File: config.mk
export PLATFORM = sky130hd
export DESIGN_NAME = clk_divn_multi
export DESIGN_NICKNAME = d
export VERILOG_FILES = /design/src/rtl/clk_divn_multi.sv
export SDC_FILE = /design/constraint.sdc
export NUM_CORES = 1
export LEC_CHECK = 0
export CORE_MARGIN = 1
export CORE_UTILIZATION = 60
export DETAILED_ROUTE_END_ITERATION = 8
export PLACE_DENSITY = 0.84
export SYNTH_ARGS = -nofsm -noshare
export SYNTH_HDL_FRONTEND = slang
export SYNTH_SLANG_ARGS = --single-unit
File: constraint.sdc
create_clock -name clk -period 5.5 [get_ports clk]
set_input_delay 1.1 -clock clk [delete_from_list [all_inputs] [get_ports clk]]
set_output_delay 1.1 -clock clk [all_outputs]
set_load 0.03 [all_outputs]
File: src/rtl/clk_divn_multi.sv
// Multi-channel runtime-programmable integer clock divider, 50% duty for odd and even divisors.
// Optional macro CLKDIV_TICK_EN adds tick_out, a one-clk strobe at each period start.
module clk_divn_multi #(
  parameter int NCH         = 2,
  parameter int W           = 8,
  parameter int DEFAULT_DIV = 4
) (
  input  logic             clk,
  input  logic             reset,
  input  logic [NCH-1:0]   en,
  input  logic [NCH-1:0]   div_load,
  input  logic [NCH*W-1:0] div_in,
  input  logic             sync,
  output logic [NCH-1:0]   clk_out,
  output logic [NCH*W-1:0] div_active,
  output logic [NCH-1:0]   cfg_err
`ifdef CLKDIV_TICK_EN
  ,
  output logic [NCH-1:0]   tick_out
`endif
);

  // Handshake: div_load[i] and sync are single-cycle strobes sampled on posedge clk;
  // there is no ready, every strobe is accepted in the cycle it is seen.
  typedef enum logic [1:0] {
    ST_IDLE  = 2'd0,  // stopped, cnt held at 0, clk_out low
    ST_RUN   = 2'd1,  // counting 0..D-1
    ST_ALIGN = 2'd2   // one blank cycle after sync before the aligned restart
  } ch_state_e;

  localparam logic [W-1:0] DIV_MIN = W'(2);
  localparam logic [W-1:0] DIV_RST = W'(DEFAULT_DIV);

  for (genvar i = 0; i < NCH; i++) begin : g_ch
    ch_state_e    state;
    logic [W-1:0] cnt;
    logic [W-1:0] div_q;
    logic [W-1:0] pend;
    logic [W-1:0] ld_raw;
    logic [W-1:0] ld_div;
    logic [W-1:0] nxt_div;
    logic [W-1:0] half;
    logic         pend_v;
    logic         ld_bad;
    logic         wrap;
    logic         sync_hit;
    logic         clk_pos;
    logic         clk_odd;
    logic         clk_neg;
    logic         err_q;

    assign ld_raw   = div_in[i*W +: W];
    assign ld_bad   = (ld_raw < DIV_MIN);
    assign ld_div   = ld_bad ? DIV_MIN : ld_raw;
    // A strobe in the applying cycle beats an older pending value.
    assign nxt_div  = div_load[i] ? ld_div : (pend_v ? pend : div_q);
    assign half     = div_q >> 1;
    assign wrap     = (cnt == div_q - W'(1));
    assign sync_hit = sync & en[i];

    always_ff @(posedge clk or negedge reset) begin
      if (!reset) begin
        state   <= ST_IDLE;
        cnt     <= '0;
        div_q   <= DIV_RST;
        pend    <= '0;
        pend_v  <= 1'b0;
        clk_pos <= 1'b0;
        clk_odd <= 1'b0;
        err_q   <= 1'b0;
      end else begin
        // High for the first floor(D/2) counts; registered, so it trails cnt by one clk.
        clk_pos <= (state == ST_RUN) && (cnt < half);
        clk_odd <= div_q[0];
        if (div_load[i]) begin
          pend   <= ld_div;
          pend_v <= 1'b1;
          if (ld_bad) err_q <= 1'b1;
        end
        if (sync_hit) begin
          state   <= ST_ALIGN;
          cnt     <= '0;
          div_q   <= nxt_div;
          pend_v  <= 1'b0;
          clk_pos <= 1'b0;
        end else begin
          case (state)
            ST_ALIGN: state <= ST_RUN;
            ST_RUN: begin
              if (wrap) begin
                cnt    <= '0;
                div_q  <= nxt_div;
                pend_v <= 1'b0;
                if (!en[i]) state <= ST_IDLE;
              end else begin
                cnt <= cnt + W'(1);
              end
            end
            ST_IDLE: begin
              if (en[i]) begin
                state  <= ST_RUN;
                cnt    <= '0;
                div_q  <= nxt_div;
                pend_v <= 1'b0;
              end
            end
            default: state <= ST_IDLE;
          endcase
        end
      end
    end

    // Half-clk extension of the high phase; only odd divisors use it.
    always_ff @(negedge clk or negedge reset) begin
      if (!reset) clk_neg <= 1'b0;
      else        clk_neg <= clk_pos & clk_odd;
    end

`ifdef CLKDIV_TICK_EN
    logic tick_q;
    always_ff @(posedge clk or negedge reset) begin
      if (!reset) tick_q <= 1'b0;
      else tick_q <= !sync_hit && ((state == ST_ALIGN) ||
                                   (state == ST_RUN && wrap && en[i]) ||
                                   (state == ST_IDLE && en[i]));
    end
    assign tick_out[i] = tick_q;
`endif

    assign clk_out[i]          = clk_pos | clk_neg;
    assign div_active[i*W +: W] = div_q;
    assign cfg_err[i]          = err_q;
  end

endmodule
### Cells coloured by class

Fill, decap, tap and diode cells in grey.
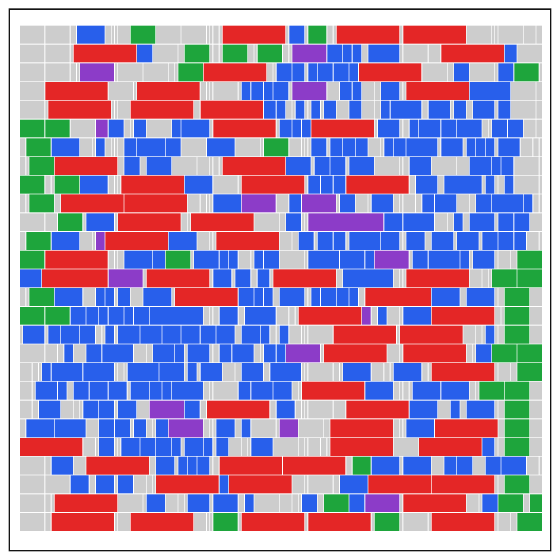
colour	class	cells	share of their area
red	flops	62	38%
green	other buffers and delay cells	44	11%
purple	clock drivers and dummy loads	16	4.9%
blue	combinational and other logic	265	46%
area of the core: 5574 um^2
Rows: 27
fin area: 4175 um^2
flop share of the area: 37.22%

### PDN straps and rails

Scale bar: 20 um. Pins as bars on the die edge. Tap cells in grey.
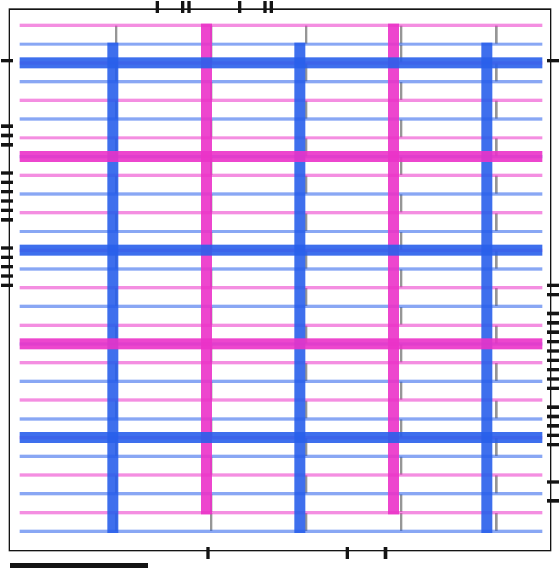
colour	net
blue	VSS
magenta	VDD
tap cells	72
rows	27
maximum VDD drop: 0.0003758 V
die width: 78.40 um
Die H: 78.40 um

### Routed metal per tile

The die is cut into 16 by 16 equal tiles; dark blue is low, red is high, scaled to the fullest tile. Values are wire area over tile area, all layers added.
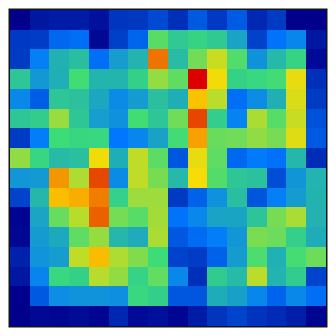
emptiest ninth of the die	upper left
tiles over half the peak	28%
fullest tile	0.50
mean over tiles	0.19
nearly empty tiles	5.1%
global router's overall resource usage: 26.70%
drt total wl: 7277 um
via count of the routed design: 2,723

### Wires at chosen ports, followed through buffers

Scale bar: 20 um.
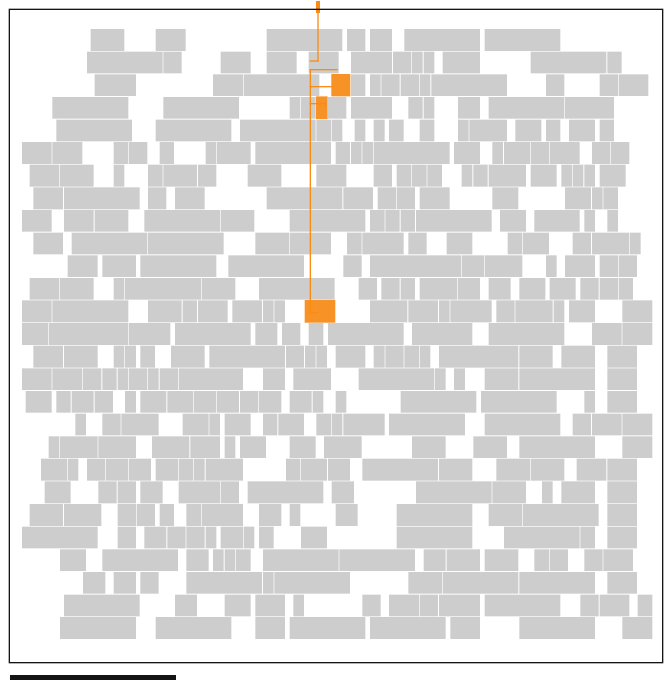
colour	port	bits	direction	end cells	buffers	wire
orange	sync	1	input	4	1	45.1 um
# port buffers: 42
# IOs: 43

### Placed standard cells

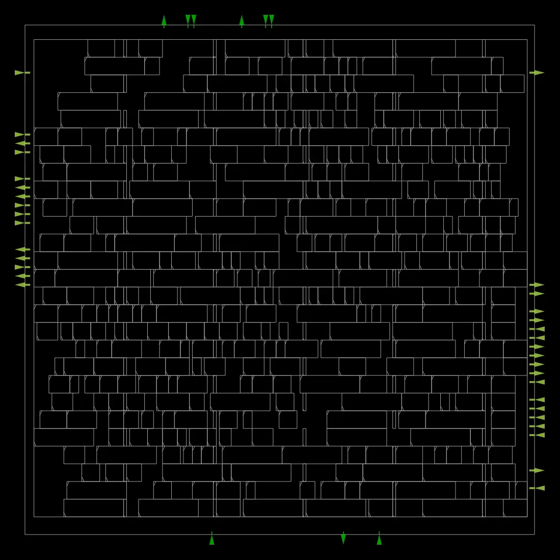
Layout Cells excl Fill: 459
Tapcells: 72
Util after Layout: 74.90%
fill cell count: 387
flip-flops: 62

==> qor.yml <==
final_timing:
  finalHoldViolCount: 0
  final.setup.tns_ps: 0
  rsz0062_at_grt: "no"
  slew_headroom_pct: 31.61
  worst_pin_slew_ps: 1024
  setup_viol: 0
  fin_ws_ps: 152.1
  skew_ps: 15.09
  hold_slack_ps: 461.9
  slew_violations: 0
clock_tree:
  clk_latency_ps: 340
  holdBufCountCts: 0
  cts_root_buf: "clkbuf_8"
  cts_inserted_buffers: 9
  ctsResizeCount: 0
  clk_pin_slew_ps: 60
  postCtsSetupBuffers: 0
  tritoncts: "yes"
  clockBufferDepth: 2
  ctsHtreeMaxLevel: 3
  cts.sinks: 62
flow_run:
  warnings: 26
  drv_cap: 0
synthesis:
  postSynthAreaPerCell_um2: 10.36
  ys_top_cells_by_area: "dfrtp_1 (41%), mux2_2 (7.7%), ha_1 (5.7%), xnor2_1 (2.8%), nand2b_1 (2.5%)"
  ys_sh_mux_pct: 11.04
  syn-instance-count: 338
  yosys_area_um2: 3502
  synth_nets: 377
  compound_area_share_pct: 14.33
  synth_area_um2: 3502
  fa_ha_area_share_pct: 5.716
  ys_warn_count: 0
  ys_sh_simple_pct: 16.65
  yosys.area.top_type: "dfrtp_1"
  ys_cells: 338
  flop_cell: "dfrtp_1"
  ys_top_logic_family: "simple AND/OR/NAND/NOR gates"
  synth_top_area_share_pct: 41.44
  edf_count: 0
  ys_ff: 62
  xor_share_pct: 4.252
  synth_seq_share_pct: 44.37
  ys_top_cells_by_count: "dfrtp_1 (58), mux2_2 (24), nand2_1 (22), inv_1 (21), ha_1 (16)"
  most_common_cell: "dfrtp_1"
  ys_types: 55
setup_path:
  path_cells: "or2_2 > clkdlybuf4s50_1"
  cpMaxStageDelayCell: "clkdlybuf4s50_1"
  required_ps: 4400
  cp-end-kind: "primary output"
  path_class: "reg2out"
  slowest_delay_ps: 590
  start_kind: "flop"
  path_max_fanout: 1
finish:
  nets: 421
  antenna_cells: 0
  mostFrequentLayoutCell: "dfrtp_1"
  top_regs: "g_ch.cnt (16), g_ch.div_q (16), g_ch.pend (16)"
  logic_area_um2: 1821
  drive_above_1_share_pct: 13.95
  syn_to_final_growth_pct: 19.22
  regArea_um2: 1554
power:
  power_density_nw_per_um2: 456.3
  total_power_uw: 1905
  clkPwrFrac_pct: 21.2
  leakagePower_uw: 0.001897
  switching_power_uw: 734.1
  p_int_uw: 1171
  combPwrFrac_pct: 41.2
  p_sw_share_pct: 38.53
place:
  place_ws_ps: 495.3
  placed_area_um2: 3974
  placedCellCount: 443
  dp_hpwl_um: 5165
  place.gp.congestion: 0.9008
routing:
  drc: 0
  vias_per_cell: 5.932
  antenna_left: 0
  firstDrtPassIters: 4
  routedWlPerCell_um: 15.85
  drt-initial-drc-count: 176
die:
  initial_core_util_pct: 62.83
  die_area_um2: 6147
grt:
  grt_pass1_wl_um: 12500
  overflow: 0
  antenna_found_initial: 0
  grt_pass1_vias: 2683
outcome:
  status: "completed"
worst_hold_path:
  hold_path.class: "reg2reg"
cell type report:
type                       instances  share of cell area [%]
clock buffer                      13                   3.806
clock inverter                     3                   1.019
inverter                          21                   1.888
multi-input combinational        244                   43.60
sequential                        62                   37.22
tap                               72                   2.158
timing repair buffer              44                   10.31
cell families (layout without fill, tap and decap cells):
kind of cell	Yosys count	count (layout)
AOI/OAI and AO/OA	68	68
xor gates and xnor gates	17	17
adders and majority gates	16	16
buffers and inverters	32	81
DFF	62	62
muxes	35	35
and+or+nand+nor	108	108
power groups by stage:
stage | Combinational, uW | Clock, uW | Sequential (uW)
final | 785 | 403 | 717
after global routing | 864 | 431 | 737
after CTS | 788 | 411 | 717
after detailed placement | 782 | 0 | 725
after global placement | 760 | 0 | 720
after floorplan | 461 | 0 | 780
worst paths after layout:
check	start	end	slack [ps]	depth (start not counted)
worst max-delay path	g_ch[0].clk_neg$_DFF_NN0_	clk_out[0]	150	2
worst min-delay path	g_ch[0].err_q$_DFFE_PN0P_	g_ch[0].err_q$_DFFE_PN0P_	460	1
worst max register to register	g_ch[1].clk_pos$_DFF_PN0_	g_ch[1].clk_neg$_DFF_NN0_	2070	1
worst min register to register	g_ch[0].err_q$_DFFE_PN0P_	g_ch[0].err_q$_DFFE_PN0P_	460	1
max in group asynchronous	reset	g_ch[1].clk_neg$_DFF_NN0_	1820	1
min in group asynchronous	reset	g_ch[1].clk_odd$_DFF_PN0_	700	1
worst max-delay path: cells and delay by family (launching register included):
family	cells	cell delay, ps
buf+inv	1	590
flops	1	320
simple gates	1	260
layer usage:
metal  up-vias  track usage (%)  wire [um]
li1       1305                -          -
met1      1326            34.44       3219
met2        79            44.21       3616
met3        13            5.349        336
met4         0            10.56        104
met5         -                0          0
Power figures rest on the tool's default switching activity, not on a simulated workload.
